==> config.mk <==
export PLATFORM = sky130hd
export DESIGN_NAME = instr_sequencer_flat
export DESIGN_NICKNAME = d
export VERILOG_FILES = /design/src/rtl/instr_sequencer_pkg.sv /design/src/rtl/instr_sequencer_if.sv /design/src/rtl/instr_sequencer_fifo.sv /design/src/rtl/instr_sequencer.sv /design/src/flat_wrapper.sv
export SDC_FILE = /design/constraint.sdc
export NUM_CORES = 1
export LEC_CHECK = 0
export CORE_UTILIZATION = 35
export CTS_CLUSTER_SIZE = 14
export DETAILED_ROUTE_END_ITERATION = 10
export PLACE_DENSITY = 0.56
export REMOVE_ABC_BUFFERS = 1
export SYNTH_ARGS = -nofsm -noshare
export SYNTH_HDL_FRONTEND = slang
export SYNTH_HIERARCHICAL = 1
export SYNTH_SLANG_ARGS = --single-unit
==> constraint.sdc <==
create_clock -name clk -period 3.8 [get_ports clk]
set_clock_uncertainty 0.05 [all_clocks]
set_input_delay 0.57 -clock clk [delete_from_list [all_inputs] [get_ports clk]]
set_output_delay 0.57 -clock clk [all_outputs]
set_load 0.005 [all_outputs]
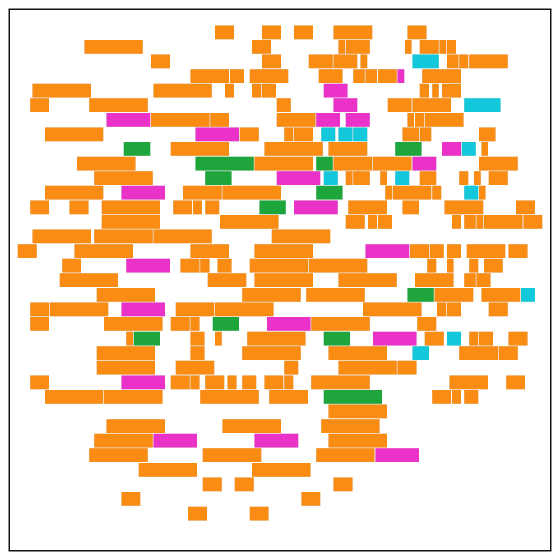
drive_strength.png
color	size	cells
magenta	drive 2	21
orange	drive 1 or less	203
green	drive 6 and up	12
cyan	drive 3 to 4	12
Final Cell Area: 0.00402 sq mm
Synth-to-Final Area Change: 17.9%
Signal buffers: 41
final worst slack: 1.22 ns

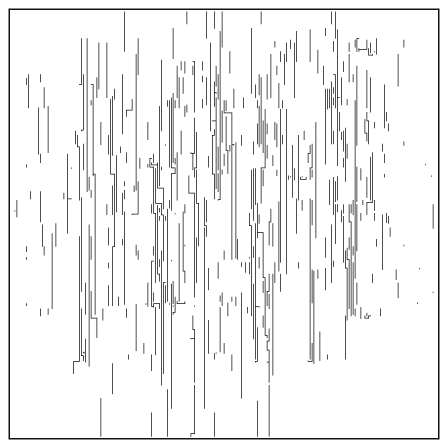
met2.png
share of all routed wire	50%
nets with wire on the layer	220
wire length on this layer	2990 microns
main direction	vertical
M2 GR Usage: 20.6%
via count: 1855
final wirelength: 5970 microns

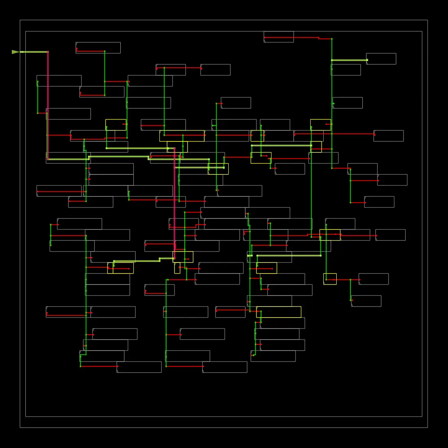
final_clocks.png
total CTS buffers: 9
clk sinks: 83
clk latency late pin: 0.34 ns
P_clk: 0.000679 W

==> results.cfg <==
; generated from flow reports
[synth]
netlist_area_sq_mm = 0.00341
synth_warnings = 6
ys_area_sq_mm = 0.00341
top_area_share_pct = 49.3
ys_seq_share_pct = 65.2

[cells_and_area]
drive_above_1_share_pct = 18.1
final.clkbuf_count = 10
seq_share_pct = 55.3
nets = 269
regArea_sq_mm = 0.00222

[pwr]
powerDensity_mw_per_mm2 = 659
leakagePower_nw = 1.33

[detailed_routing]
drt-wirelength-per-cell_microns = 15.8
top_layer = met4
route.detailed.drc = 0
wl_met3_microns = 314
routed_via_density = 4.92

[timing]
period_needed_ns = 2.58
period_used_pct = 67.8
tns_ns = 0

[worst_setup_path]
worstSetupEndpointType = flip-flop
critical_path_class = reg2reg
critPathMaxFanout = 30

[grt]
grt_util_met3_pct = 4.99
grt_pass1_wl_microns = 9370

[flow_run]
maxCapViolCount = 0

[run_status]
status = finished, final reports clean

[placement]
place_area_sq_mm = 0.00380

[clock_tree]
postCtsSetupBuffers = 0
clockRootBuffer = clkbuf_8
[through the flow]
stage          total power, W  std cells  hold slack [ns]
2_1_floorplan         0.00167        191            0.401
3_3_place_gp          0.00198        361            0.410
3_5_place_dp          0.00200        361            0.413
4_1_cts               0.00269        377            0.421
5_1_grt               0.00281        377            0.437
6_report              0.00265        377            0.417
[cell usage in the layout, fill, tap and decap left out, types with 2 or more instances in the layout]
master,synthesis,layout
bufinv_16,0,2
edfxtp_1,56,56
mux4_2,14,14
ha_1,5,5
mux2i_1,2,2
nand2b_1,3,3
a21oi_1,17,17
or4b_1,14,14
o31ai_1,14,14
nor2_1,7,7
clkdlybuf4s50_1,0,33
dfxtp_1,27,27
o21ai_0,2,2
clkbuf_8,0,9
nand2_1,2,2
inv_1,5,5
nor3_1,4,3
nor3b_2,0,4
buf_4,13,8
or3_1,2,2
xor2_1,4,4
[where the power goes]
group          internal, W  switching (W)
Combinational     0.000417       0.000327
Sequential         0.00110       0.000132
Clock             0.000372       0.000308
Total              0.00188       0.000766
[logic make-up (layout without fill, tap and decap cells)]
| logic type | count (synthesis) | after routing | share of synthesized area (%) |
|---|---|---|---|
| flops | 83 | 83 | 65.2 |
| xor+xnor | 4 | 4 | 1.03 |
| fa+ha+maj | 6 | 6 | 2.42 |
| compound gates | 36 | 36 | 6.71 |
| mux | 16 | 16 | 9.83 |
| simple gates | 40 | 40 | 8.84 |
| buf+inv | 34 | 63 | 6.02 |
[worst max-delay path, stage by stage, from the launching register on]
cell and delay (ns):
dfxtp_1 0.42, nor3_2 0.20, buf_4 0.31, nor3_1 0.12, o31ai_2 0.11, ha_1 0.24
inv_1 0.06, fa_1 0.37, xor2_1 0.18, or3_1 0.31, a21oi_1 0.14
No activity file was given, so power comes from the tool's default toggle rates.
